--- config.mk ---
export PLATFORM = sky130hd
export DESIGN_NAME = usart_access_sched
export DESIGN_NICKNAME = d
export VERILOG_FILES = /design/src/rtl/usart_pkg.sv /design/src/rtl/rr_arb2.sv /design/src/rtl/usart_access_sched.sv
export SDC_FILE = /design/constraint.sdc
export NUM_CORES = 1
export LEC_CHECK = 0
export CORE_AREA = 2 2 72 74
export CTS_CLUSTER_SIZE = 30
export DETAILED_ROUTE_END_ITERATION = 7
export DIE_AREA = 0 0 74 76
export GPL_TIMING_DRIVEN = 0
export HOLD_SLACK_MARGIN = 0.08
export PLACE_DENSITY_LB_ADDON = 0.3
export RECOVER_POWER = 100
export SETUP_SLACK_MARGIN = 0.5
export SLEW_MARGIN = 20
export SYNTH_ARGS = -nofsm -noshare
export SYNTH_HDL_FRONTEND = slang
export SYNTH_SLANG_ARGS = --single-unit
--- constraint.sdc ---
create_clock -name CPU_Clk -period 2.04 [get_ports CPU_Clk]
set_input_delay 0.204 -clock CPU_Clk [delete_from_list [all_inputs] [get_ports CPU_Clk]]
set_output_delay 0.204 -clock CPU_Clk [all_outputs]
set_load 0.01 [all_outputs]
--- src/rtl/usart_pkg.sv ---
// Shared encodings, state type and reset constants for the USART access scheduler.
package usart_pkg;

    localparam int unsigned CTRL_W = 6;
    localparam int unsigned BYTE_W = 8;

    // {Rec,Trans} command encodings
    localparam logic [1:0] CMD_IDLE = 2'b00;
    localparam logic [1:0] CMD_TX   = 2'b01;
    localparam logic [1:0] CMD_RX   = 2'b10;
    localparam logic [1:0] CMD_CFG  = 2'b11;

    localparam logic [CTRL_W-1:0] CTRL_RST = 6'b011001;

    typedef enum logic [2:0] {
        ST_IDLE,
        ST_CFG,
        ST_TX,
        ST_RX,
        ST_GAP
    } state_t;

    typedef struct packed {
        logic none;
        logic rec;
        logic trans;
    } usart_cmd_t;

    function automatic int unsigned max4(input int unsigned a, input int unsigned b,
                                         input int unsigned c, input int unsigned d);
        int unsigned m;
        m = a;
        if (b > m) m = b;
        if (c > m) m = c;
        if (d > m) m = d;
        return m;
    endfunction

endpackage

--- src/rtl/rr_arb2.sv ---
// Two-way round-robin arbiter; bit 0 (TX side) has priority out of reset.
module rr_arb2 (
    input  logic       clk,
    input  logic       reset,
    input  logic       en,
    input  logic [1:0] req,
    output logic [1:0] gnt_c
);

    logic ptr;

    always_comb begin
        gnt_c = 2'b00;
        if (en) begin
            if (req[0] && (!req[1] || !ptr)) begin
                gnt_c[0] = 1'b1;
            end else if (req[1]) begin
                gnt_c[1] = 1'b1;
            end
        end
    end

    // priority passes to the side that was not just served
    always_ff @(posedge clk) begin
        if (reset) begin
            ptr <= 1'b0;
        end else if (gnt_c[0]) begin
            ptr <= 1'b1;
        end else if (gnt_c[1]) begin
            ptr <= 1'b0;
        end
    end

endmodule

--- src/rtl/usart_access_sched.sv ---
// Serialises configure/transmit/receive requests onto a single USART command port,
// holding each command for a fixed phase and inserting an idle gap after it.
module usart_access_sched
    import usart_pkg::*;
#(
    parameter int unsigned CFG_HOLD = 4,
    parameter int unsigned TX_HOLD  = 500,
    parameter int unsigned RX_HOLD  = 500,
    parameter int unsigned GAP      = 2
) (
    input  logic              CPU_Clk,
    input  logic              Reset,
    input  logic              cfg_req,
    input  logic [CTRL_W-1:0] cfg_data,
    output logic              cfg_ack,
    input  logic              tx_valid,
    input  logic [BYTE_W-1:0] tx_data,
    output logic              tx_ready,
    input  logic              rx_req,
    output logic              rx_ack,
    output logic              rx_valid,
    output logic [BYTE_W-1:0] rx_data,
    output logic              busy,
    output logic              usart_None,
    output logic              usart_Rec,
    output logic              usart_Trans,
    output logic [CTRL_W-1:0] usart_Control,
    output logic [BYTE_W-1:0] usart_Data_in,
    input  logic [BYTE_W-1:0] usart_Data_out
);

    localparam int unsigned CNT_W = $clog2(max4(CFG_HOLD, TX_HOLD, RX_HOLD, GAP) + 1);

    state_t            state, state_nxt;
    logic [CNT_W-1:0]  cnt, cnt_nxt;
    usart_cmd_t        cmd_q, cmd_d;
    logic              ack_pend, arb_en;
    logic [1:0]        gnt_c;
    logic              cfg_ack_d, tx_ready_d, rx_ack_d, rx_valid_d, busy_d;
    logic [CTRL_W-1:0] control_d;
    logic [BYTE_W-1:0] data_in_d, rx_data_d;

    // an ack cycle is still IDLE; no fresh decision is made while it is shown
    assign ack_pend = cfg_ack | tx_ready | rx_ack;
    assign arb_en   = (state == ST_IDLE) && !ack_pend && !cfg_req;

    rr_arb2 u_arb (
        .clk   (CPU_Clk),
        .reset (Reset),
        .en    (arb_en),
        .req   ({rx_req, tx_valid}),
        .gnt_c (gnt_c)
    );

    // state, phase counter and all output registers
    always_ff @(posedge CPU_Clk) begin
        if (Reset) begin
            state         <= ST_IDLE;
            cnt           <= '0;
            cmd_q         <= {1'b0, CMD_IDLE};
            cfg_ack       <= 1'b0;
            tx_ready      <= 1'b0;
            rx_ack        <= 1'b0;
            rx_valid      <= 1'b0;
            busy          <= 1'b0;
            usart_Control <= CTRL_RST;
            usart_Data_in <= '0;
            rx_data       <= '0;
        end else begin
            state         <= state_nxt;
            cnt           <= cnt_nxt;
            cmd_q         <= cmd_d;
            cfg_ack       <= cfg_ack_d;
            tx_ready      <= tx_ready_d;
            rx_ack        <= rx_ack_d;
            rx_valid      <= rx_valid_d;
            busy          <= busy_d;
            usart_Control <= control_d;
            usart_Data_in <= data_in_d;
            rx_data       <= rx_data_d;
        end
    end

    // next state: leave IDLE after the ack cycle, count phases down to zero
    always_comb begin
        state_nxt = state;
        cnt_nxt   = cnt;
        unique case (state)
            ST_IDLE: begin
                if (cfg_ack) begin
                    state_nxt = ST_CFG;
                    cnt_nxt   = CNT_W'(CFG_HOLD - 1);
                end else if (tx_ready) begin
                    state_nxt = ST_TX;
                    cnt_nxt   = CNT_W'(TX_HOLD - 1);
                end else if (rx_ack) begin
                    state_nxt = ST_RX;
                    cnt_nxt   = CNT_W'(RX_HOLD - 1);
                end
            end
            ST_CFG, ST_TX, ST_RX: begin
                if (cnt == '0) begin
                    state_nxt = ST_GAP;
                    cnt_nxt   = CNT_W'(GAP - 1);
                end else begin
                    cnt_nxt = cnt - CNT_W'(1);
                end
            end
            ST_GAP: begin
                if (cnt == '0) begin
                    state_nxt = ST_IDLE;
                end else begin
                    cnt_nxt = cnt - CNT_W'(1);
                end
            end
            default: state_nxt = ST_IDLE;
        endcase
    end

    // register inputs: grants, data captures and the command for the next cycle
    always_comb begin
        cfg_ack_d  = 1'b0;
        tx_ready_d = gnt_c[0];
        rx_ack_d   = gnt_c[1];
        rx_valid_d = 1'b0;
        control_d  = usart_Control;
        data_in_d  = usart_Data_in;
        rx_data_d  = rx_data;
        cmd_d      = {1'b0, CMD_IDLE};
        busy_d     = (state_nxt != ST_IDLE);

        if ((state == ST_IDLE) && !ack_pend) cfg_ack_d = cfg_req;
        if (cfg_ack)  control_d = cfg_data;
        if (tx_ready) data_in_d = tx_data;
        if ((state == ST_RX) && (cnt == '0)) begin
            rx_data_d  = usart_Data_out;
            rx_valid_d = 1'b1;
        end

        unique case (state_nxt)
            ST_CFG:  cmd_d = {1'b1, CMD_CFG};
            ST_TX:   cmd_d = {1'b1, CMD_TX};
            ST_RX:   cmd_d = {1'b1, CMD_RX};
            default: cmd_d = {1'b0, CMD_IDLE};
        endcase
    end

    assign usart_None  = cmd_q.none;
    assign usart_Rec   = cmd_q.rec;
    assign usart_Trans = cmd_q.trans;

endmodule

==> results.sh <==
# flow metrics
export IMPL_timing_rr_end="cnt[6]"
export IMPL_cp_arrival_ns=2.09
export IMPL_fin_skew_ns=0.00984
export IMPL_yosysTopAreaCellShare=0.439
export IMPL_diodes=0
export IMPL_grt_total_usage=0.184
export IMPL_grt_overflow_total=0
export IMPL_setup_viol=0
export IMPL_clk_path_buf_depth=2
export IMPL_critPathCaptureType="flop"
export IMPL_dr_first_iter_drc_count=76
export IMPL_cts_sinks=43
export IMPL_reg2reg_depth=6
export IMPL_cp_start_kind="flop"
export IMPL_dieArea_mm2=0.00562
export IMPL_hold_buffers=0
export IMPL_htree_levels=2
export IMPL_power_total_mw=3.76
export IMPL_outcome="finished, final reports clean"
export IMPL_syn_inst=207
export IMPL_antenna_found_initial=0
export IMPL_warning_count=30
export IMPL_critPathLaunch="cnt[0]"
export IMPL_grt_first_pass_wirelength_um=8170
export IMPL_drv_slew=0
export IMPL_drcViolationCount=0
export IMPL_syn_num_nets=236
export IMPL_ys_ff=43
==> through the flow <==
step / util / hold WS [ns]
after global routing: 0.598 / 0.509
after detailed placement: 0.543 / 0.460
after floorplan: - / 0.281
final: 0.598 / 0.475
after global placement: 0.543 / 0.462
after CTS: 0.580 / 0.491
==> how the worst min path moves through the flow <==
stage / end / slack [ns] / cells after the start / start
2_1_floorplan: rx_ack / 0.28 / 1 / cfg_req
3_3_place_gp: usart_Control[3] / 0.46 / 2 / usart_Control[3]
3_5_place_dp: usart_Control[4] / 0.46 / 2 / usart_Control[4]
4_1_cts: usart_Control[4] / 0.49 / 2 / usart_Control[4]
5_1_grt: usart_Control[0] / 0.51 / 2 / usart_Control[0]
6_report: usart_Control[4] / 0.47 / 2 / usart_Control[4]
==> placed cells by master (no fill, tap or decap), drive strengths merged, types with 2 or more instances in the layout <==
| cell type | instances |
|---|---|
| dlygate4sd3 | 31 |
| a311oi | 2 |
| a21oi | 10 |
| a211o | 2 |
| buf | 13 |
| nor4 | 4 |
| clkbuf | 13 |
| clkinv | 2 |
| nand3 | 5 |
| a31oi | 2 |
| mux2i | 22 |
| nor3 | 6 |
| nand4b | 2 |
| dfxtp | 43 |
| and4 | 2 |
| and3 | 3 |
| o21ai | 12 |
| or3 | 2 |
| nand2 | 13 |
| clkdlybuf4s50 | 25 |
| nor2 | 37 |
| a32o | 3 |
| o31ai | 2 |
| ha | 2 |
| nand4 | 4 |
| inv | 7 |
==> worst max-delay path: stages (launching register included) <==
cell and delay, ns:
dfxtp_1 0.36, inv_4 0.08, ha_4 0.13, or4b_4 0.52, nor4_4 0.33, nor3_2 0.11, a32o_1 0.28
==> area by class of cell <==
class                           instances  area, um2  share of cell area
Inverter                                8       35.0              0.0119
Tap cell                               70       87.6              0.0298
Multi-Input combinational cell        149       1150               0.393
Timing Repair Buffer                   69        674               0.230
Clock inverter                          2       12.5             0.00426
Sequential cell                        43        870               0.296
Buffer                                  7       32.5              0.0111
Clock buffer                            6       72.6              0.0247
==> cell usage after synthesis (2+ instances only) <==
master and n:
dfxtp_1 43, nand4_1 3, nand4b_1 2, nor2_1 35, or3_1 2, o31ai_1 2, nand3_1 5, nor3_1 6
a32o_1 3, mux2i_1 22, a211o_1 2, o21ai_2 2, buf_2 3, o21ai_0 9, nor4_4 2, nand2_1 13
and3_1 2, ha_1 2, a311oi_1 2, inv_1 7, clkbuf_1 3, a21oi_1 10, and4_1 2
==> report_power, final <==
group	internal [mW]	switching, mW	total [mW]
Sequential	1.00	0.172	1.17
Clock	0.240	0.304	0.544
Combinational	0.969	1.07	2.04
Total	2.21	1.55	3.76
==> per-layer routing <==
layer	global-route usage	vias to the layer above	share of wire
met5	0	-	0
met4	0.0655	0	0.021
met2	0.279	61	0.46
li1	-	904	-
met3	0.0622	10	0.069
met1	0.241	829	0.45
==> cell families after synthesis <==
family | synth area share
and+or+nand+nor | 0.253
adders and majority gates | 0.0128
AOI/OAI and AO/OA | 0.149
DFF | 0.439
muxes | 0.112
buffers and inverters | 0.0306
xor gates and xnor gates | 0.00447
==> state kept, by name, summed over array words and instances (netlist names), 3 cells and up <==
name / flops
usart_Data_in: 8
cnt: 9
rx_data: 8
state: 3
usart_Control: 6
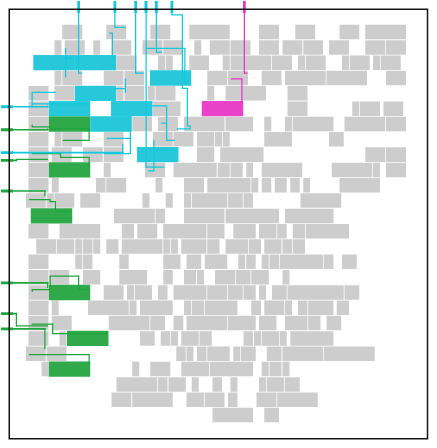
*I/O nets highlighted*
[usart_Trans] magenta | bits: 1 | direction: output | end cells: 1 | buffers: 1 | wire: 17.8 um
[usart_Control] green | bits: 6 | direction: output | end cells: 6 | buffers: 6 | wire: 126 um
[usart_Data_in] cyan | bits: 8 | direction: output | end cells: 8 | buffers: 8 | wire: 204 um
# port buffers: 56
# IOs: 57

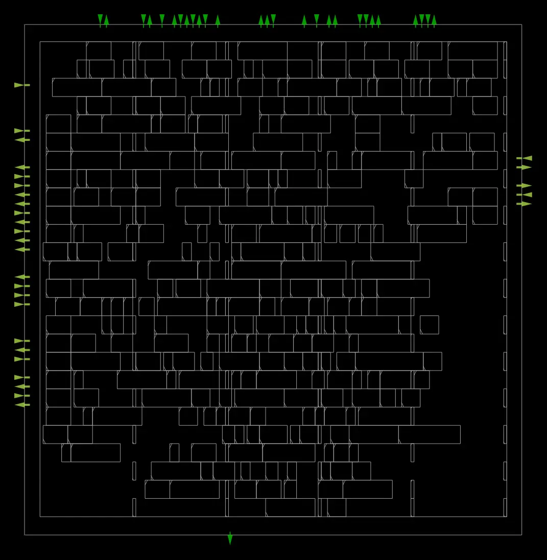
*Cell outlines without signal wires*
core area: 0.00491 mm2
Util after Layout: 0.598
Filler cells: 435
Seq/total area: 0.296

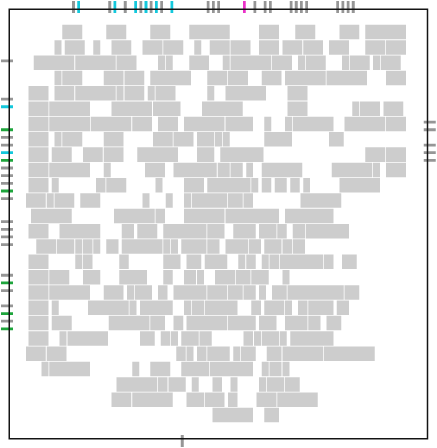
*Pin map*
Pins as bars across the die edge, other pins in gray.
[usart_Data_in] cyan | pins: 8 | direction: output | edge: 6 top, 2 left
[usart_Trans] magenta | pins: 1 | direction: output | edge: top
[usart_Control] green | pins: 6 | direction: output | edge: left
all pins by edge: 27 top, 24 left, 5 right, 1 bottom
Die Y: 76 um
Die X: 74 um

